## src/rtl/parity_engine_ctrl.sv

```systemverilog
// Purpose : sequencing FSM for a page-parity engine; walks PAGES pages through
//           load / column-parity / XOR-shift / write-back, optionally re-runs
//           page 0 with the accumulated parity (wrap pass), then streams results.
// Latency : per page 1 (REQ, no stall) + 1 (LOAD) + COLS (PAR) + SLICES (XOR) + 1 (WRITE);
//           wrap pass adds 1 + COLS + SLICES + 1; output phase PAGES beats + 1 (DONE).
// Backpressure: waits indefinitely in REQ for in_valid and in OUT for out_ready,
//           holding every output stable while stalled.
// Ports   : clk, rst (sync, active-high); start/mode/ready job handshake;
//           in_valid/in_ready page input; out_valid/out_ready result output;
//           mem_addr/mem_read/mem_write page memory; reg_*/col_*/par_*/xor_src
//           datapath controls; done one-cycle completion pulse.
module parity_engine_ctrl #(
  parameter  int PAGES  = 5,
  parameter  int COLS   = 5,
  parameter  int SLICES = 64,
  localparam int PW     = (PAGES > 1) ? $clog2(PAGES) : 1
) (
  input  logic          clk,
  input  logic          rst,
  input  logic          start,
  input  logic          mode,
  output logic          ready,
  input  logic          in_valid,
  output logic          in_ready,
  output logic          out_valid,
  input  logic          out_ready,
  output logic [PW-1:0] mem_addr,
  output logic          mem_read,
  output logic          mem_write,
  output logic          reg_clr,
  output logic          reg_ld,
  output logic          reg_shr,
  output logic          col_clr,
  output logic          col_shr,
  output logic          par_clr,
  output logic          par_ld,
  output logic          xor_src,
  output logic          done
);

  localparam int CW = (COLS > 1) ? $clog2(COLS) : 1;
  localparam int SW = (SLICES > 1) ? $clog2(SLICES) : 1;

  localparam logic [PW-1:0] PAGE_LAST  = PW'(PAGES - 1);
  localparam logic [CW-1:0] COL_LAST   = CW'(COLS - 1);
  localparam logic [SW-1:0] SLICE_LAST = SW'(SLICES - 1);

  typedef enum logic [3:0] {
    S_IDLE,
    S_INIT,
    S_REQ,
    S_LOAD,
    S_PAR,
    S_XOR,
    S_WRITE,
    S_FIRST,
    S_PAR1,
    S_XOR1,
    S_WRITE1,
    S_OUT,
    S_DONE
  } state_t;

  state_t        state;
  state_t        state_nx;
  logic [PW-1:0] page_cnt;
  logic [CW-1:0] col_cnt;
  logic [SW-1:0] slice_cnt;
  logic          mode_r;

  wire page_last  = (page_cnt == PAGE_LAST);
  wire col_last   = (col_cnt == COL_LAST);
  wire slice_last = (slice_cnt == SLICE_LAST);

  // State register and counters. Counters only move in the states that own
  // them, so they are implicitly held during REQ/OUT stalls.
  always_ff @(posedge clk) begin
    if (rst) begin
      state     <= S_IDLE;
      page_cnt  <= '0;
      col_cnt   <= '0;
      slice_cnt <= '0;
      mode_r    <= 1'b0;
    end else begin
      state <= state_nx;
      case (state)
        S_IDLE: begin
          if (start) mode_r <= mode;
        end
        S_INIT: page_cnt <= '0;
        S_REQ: begin
          col_cnt   <= '0;
          slice_cnt <= '0;
        end
        S_PAR, S_PAR1: col_cnt <= col_cnt + 1'b1;
        S_XOR, S_XOR1: slice_cnt <= slice_cnt + 1'b1;
        S_WRITE: begin
          // On the last page the wrap pass still needs page_cnt only for
          // nothing (FIRST/WRITE1 address page 0 directly); WRITE1 clears it.
          if (!page_last)   page_cnt <= page_cnt + 1'b1;
          else if (!mode_r) page_cnt <= '0;
        end
        S_FIRST: begin
          col_cnt   <= '0;
          slice_cnt <= '0;
        end
        S_WRITE1: page_cnt <= '0;
        S_OUT: begin
          if (out_ready && !page_last) page_cnt <= page_cnt + 1'b1;
        end
        default: ;
      endcase
    end
  end

  // Next state and Moore output decode.
  always_comb begin
    state_nx  = state;
    ready     = 1'b0;
    in_ready  = 1'b0;
    out_valid = 1'b0;
    mem_addr  = '0;
    mem_read  = 1'b0;
    mem_write = 1'b0;
    reg_clr   = 1'b0;
    reg_ld    = 1'b0;
    reg_shr   = 1'b0;
    col_clr   = 1'b0;
    col_shr   = 1'b0;
    par_clr   = 1'b0;
    par_ld    = 1'b0;
    xor_src   = 1'b0;
    done      = 1'b0;
    case (state)
      S_IDLE: begin
        ready = 1'b1;
        if (start) state_nx = S_INIT;
      end
      S_INIT: state_nx = S_REQ;
      S_REQ: begin
        in_ready = 1'b1;
        reg_clr  = 1'b1;
        col_clr  = 1'b1;
        par_clr  = 1'b1;
        if (in_valid) state_nx = S_LOAD;
      end
      S_LOAD: begin
        reg_ld   = 1'b1;
        state_nx = S_PAR;
      end
      S_PAR: begin
        col_shr = 1'b1;
        if (col_last) state_nx = S_XOR;
      end
      S_XOR: begin
        reg_shr = 1'b1;
        if (slice_last) state_nx = S_WRITE;
      end
      S_WRITE: begin
        mem_write = 1'b1;
        par_ld    = 1'b1;
        mem_addr  = page_cnt;
        if (!page_last)  state_nx = S_REQ;
        else if (mode_r) state_nx = S_FIRST;
        else             state_nx = S_OUT;
      end
      S_FIRST: begin
        // Re-read page 0 so its contents can be folded with the final parity.
        mem_read = 1'b1;
        reg_ld   = 1'b1;
        col_clr  = 1'b1;
        state_nx = S_PAR1;
      end
      S_PAR1: begin
        col_shr = 1'b1;
        if (col_last) state_nx = S_XOR1;
      end
      S_XOR1: begin
        reg_shr = 1'b1;
        xor_src = 1'b1;
        if (slice_last) state_nx = S_WRITE1;
      end
      S_WRITE1: begin
        mem_write = 1'b1;
        state_nx  = S_OUT;
      end
      S_OUT: begin
        out_valid = 1'b1;
        mem_read  = 1'b1;
        mem_addr  = page_cnt;
        if (out_ready && page_last) state_nx = S_DONE;
      end
      S_DONE: begin
        done     = 1'b1;
        state_nx = S_IDLE;
      end
      default: state_nx = S_IDLE;
    endcase
  end

endmodule

```

## config.mk

```make
export PLATFORM = sky130hd
export DESIGN_NAME = parity_engine_ctrl
export DESIGN_NICKNAME = d
export VERILOG_FILES = /design/src/rtl/parity_engine_ctrl.sv
export SDC_FILE = /design/constraint.sdc
export NUM_CORES = 1
export LEC_CHECK = 0
export CAP_MARGIN = 10
export CORE_ASPECT_RATIO = 0.8
export CORE_MARGIN = 10
export CORE_UTILIZATION = 45
export CTS_BUF_LIST = sky130_fd_sc_hd__clkbuf_8
export DETAILED_ROUTE_END_ITERATION = 8
export PLACE_DENSITY = 0.81
export SYNTH_ARGS = -nofsm -noshare
export SYNTH_HDL_FRONTEND = slang
export SYNTH_SLANG_ARGS = --single-unit
```

## constraint.sdc

```tcl
create_clock -name clk -period 3.31 [get_ports clk]
set_clock_uncertainty 0.1 [all_clocks]
set_input_delay 0.331 -clock clk [delete_from_list [all_inputs] [get_ports clk]]
set_output_delay 0.331 -clock clk [all_outputs]
set_load 0.005 [all_outputs]
```

==> images/drive_strength.png <==
Bar = 20 microns.
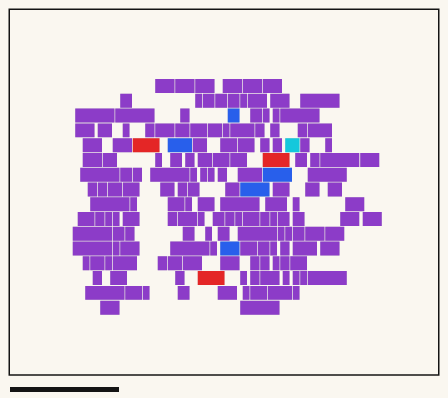
Key: drive 1 or less = purple [cells 162]; drive 2 = blue [cells 5]; drive 3 to 4 = cyan [cells 1]; drive 6 and up = red [cells 3]

==> images/zoom.png <==
Window x 44 to 74, y 2 to 32 microns. Cells in grey, sequential cells in the stronger grey; small squares are vias.
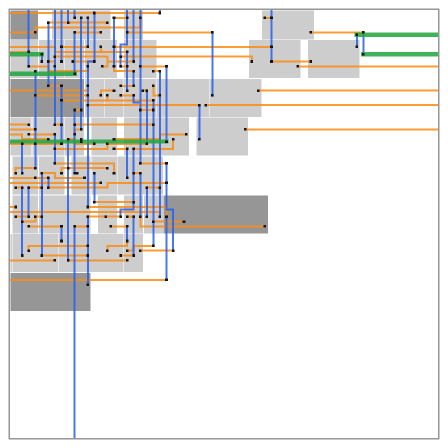
Key: met1 = orange; met3 = green; met2 = blue
36 logic cells have their middle in the window. Sequential cells in the window: 3. Netlist names of flops here include `col_cnt` (3). Most frequent: clkdlybuf4s50_1 (7), nor2_1 (5).

==> flow_summary_export.csv <==
group,metric,value,unit
critical_path,path_cells,"and4bb_1 > or2_2 > and2_1 > clkdlybuf4s50_1",
critical_path,cp-end-kind,"output pin",
flow_run,warnings,28,
timing,fin_crit,2.79,ns
floorplanning,row_count,16,
route,dr.pass1.iters,4,
outcome,status,"finished, final reports clean",
critical_path,cp_max_fo,20,
timing,finalCritPeriodShare,84.4,%
power_and_ir_drop,clock_power_share,24.3,%
clocking,cts_sinks,17,
grt,grt_pass1_vias,1189,
hold_path,hold_path.class,"reg2reg",
yosys,aoi_share,22.0,%
timing,post-route-worst-setup-slack,0.517,ns
floorplanning,chipWidth,78.8,microns
yosys,yosys.area_share.xor_xnor,4.92,%
power_and_ir_drop,switching_share,37.7,%
yosys,muxShareOfSynthArea,1.61,%
critical_path,crit_end,"mem_addr[0]",
power_and_ir_drop,total_leakage_power,0.538,nW
power_and_ir_drop,max-vdd-ir-drop,0.322,mV
layout,design_area,0.00148,sq mm
layout,areaGrowthSynthToFinish,18.9,%
hold_path,min_path_cells,2,
grt,overflow,0,
timing,hold_viol_final,0,
yosys,syn_area_per_cell,7.93,sq um
route,postRouteWirelength,3370,microns
power_and_ir_drop,seq-power,0.000260,W
yosys,fp_nets,168,
layout,layoutNonFillerInstCount,207,
yosys,async_flop_share,0,%
route,dr.first_iter.drc_count,167,
yosys,top_logic_kind,"simple AND/OR/NAND/NOR gates",
critical_path,reg2reg_from,"state[3]",
yosys,yosys.area.top_type,"dfxtp_1",
yosys,top_cell_area_share,27.3,%
yosys,synth-main-ff-cell,"dfxtp_1",
yosys,ys_seq_share,27.3,%
critical_path,cp_data_arrival_time,2.36,ns
critical_path,reg2reg_setup_slack,1.09,ns
place,dp.cells,203,
layout,final_nets,183,
yosys,yosys.area_share.adder,5.03,%
floorplanning,die_y,67.0,microns
power_and_ir_drop,internal-power,0.000416,W
critical_path,r2r_end,"state[1]",
route,drcViolationCount,0,
timing,tightest_slew,0.744,ns
yosys,synth_cells,157,
critical_path,worstPathRequired,2.88,ns
timing,tns,0,ns
route,vias_per_cell,5.80,
route,drtAntennaViolNets,0,
clocking,clk_pin_slew,0.07,ns
power_and_ir_drop,p_comb,0.000245,W
clocking,post_cts_resized,0,
place,post-dp-hpwl,2530,microns
power_and_ir_drop,power_density,451,mW/mm^2
critical_path,critPathKind,"reg2out",
route,vias,1201,
timing,fmax,358,MHz
critical_path,reg2regPathDepth,4,
timing,slew_viol_final,0,
layout,diodes,0,
critical_path,cp_slowest_stage_delay,0.81,ns
timing,setup_viol,0,
power_and_ir_drop,power_frac_seq,39.0,%
critical_path,startpoint,"state[3]",
yosys,yosysCellCount,157,
hold_path,min_from,"slice_cnt[5]",
route,wire_per_inst,16.3,microns
critical_path,startpoint_type,"register",
clocking,cts_setup_buffers,0,
yosys,synth_area,0.00124,sq mm
place,gp_congestion,0.832,
clocking,cts_max_path_buffers,2,
clocking,hold_buffers,0,
clocking,cts_made_buffers,3,
critical_path,path_buffers,1,
place,pre_cts_ws,0.850,ns
yosys,area_leaders,"dfxtp_1 27%, ha_1 5.0%, a21oi_1 4.8%",
yosys,synth_cell_types,48,
hold_path,holdPathEnd,"slice_cnt[5]",
floorplanning,initCoreUtil,49.0,%
yosys,synth-seq-cells,17,
grt,antenna_found_initial,0,
timing,maxSlewHeadroom,50.4,%
floorplanning,coreArea,0.00254,sq mm
flow_run,drv_cap,0,
power_and_ir_drop,power-top-group,"registers",
clocking,cts_tree,"built",
critical_path,critical_path_cell_count,4,
place,placedInstanceArea,0.00144,sq mm
timing,rsz0062_at_grt,"no",
yosys,yosys_area,0.00124,sq mm
grt,grt_pass1_wl,5640,microns
yosys,simple_gate_area_share,28.8,%
place,io_buffers,22,
layout,drive_gt1_share,5.26,%
yosys,yosys_warnings,0,
floorplanning,ioPinCount,23,
timing,whs,0.377,ns
clocking,clock_latency,0.26,ns
clocking,h-tree-depth,1,
grt,grt_max_degree,22,
layout,postLayoutCoreUtil,58.2,%
critical_path,path_delay_family,"simple AND/OR/NAND/NOR gates",
power_and_ir_drop,p_comb_share,36.7,%
critical_path,cp_slowest_cell,"dfxtp_1",
floorplanning,dieArea,0.00528,sq mm
power_and_ir_drop,power.switching,0.000251,W
power_and_ir_drop,p_total,0.000667,W
clocking,root_buffer,"clkbuf_8",
grt,grt.total_usage,13.3,%
power_and_ir_drop,powerClk,0.000162,W
yosys,edf_count,0,
==> images/clock_map.png <==
Bar = 20 microns.
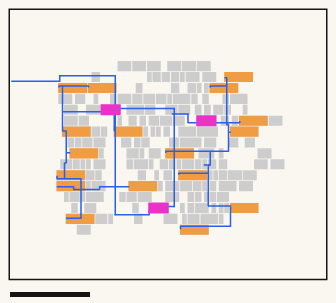
Key: cells driving clock nets = magenta [count 3]; flip-flops = orange [count 17]; clock wires = blue [length 310 microns]
There are 4 routed clock nets.

==> Yosys cell counts (all sizes together), types with 4 or more instances <==
library cell / n
a21oi: 12
nor3: 5
ha: 5
dfxtp: 17
inv: 11
xnor2: 4
nand3: 9
nor2: 13
nand2: 9
buf: 11
and2: 6
and3: 4
==> placed cells by master (no fill, tap or decap), types with 2 or more instances in the layout <==
| cell type | n |
|---|---|
| o31ai_1 | 3 |
| nor2b_1 | 2 |
| clkdlybuf4s50_1 | 22 |
| xnor2_1 | 4 |
| a41o_1 | 2 |
| nor4_1 | 3 |
| mux2i_1 | 2 |
| dfxtp_1 | 17 |
| xor2_1 | 3 |
| nand2_1 | 9 |
| nor3_1 | 4 |
| a21oi_1 | 12 |
| o21ai_0 | 3 |
| nand3_1 | 9 |
| or4_1 | 3 |
| clkbuf_8 | 3 |
| and3_1 | 4 |
| a21o_1 | 2 |
| nor2_1 | 13 |
| ha_1 | 5 |
| inv_1 | 12 |
| nand4b_1 | 2 |
| a2bb2oi_1 | 2 |
| and2_1 | 6 |
==> per-layer routing <==
metal	GRT usage [%]	vias up	share of wire, %
met4	8.04	0	2.2
met5	0	-	0
li1	-	592	-
met2	21.8	30	48
met1	14.5	573	44
met3	4.96	6	6.0
==> sequential cells by signal, summed over array words and instances, names as in the netlist <==
register	flops
slice_cnt	6
state	4
col_cnt	3
page_cnt	3
mode_r	1
==> final cells by class <==
| cell class | instances | area, sq um |
|---|---|---|
| multi-input combinational | 115 | 777 |
| clock buffer | 3 | 41.3 |
| tap | 36 | 45.0 |
| timing repair buffer | 23 | 228 |
| sequential | 17 | 340 |
| clock inverter | 1 | 3.75 |
| fill | 235 | 1060 |
| inverter | 12 | 45.0 |
==> tightest hold or removal path, delay by kind of cell (launching register included) <==
family	cells	cell delay, ns
compound gates	2	0.12
flops	1	0.31
Power and IR drop assume default switching activity.
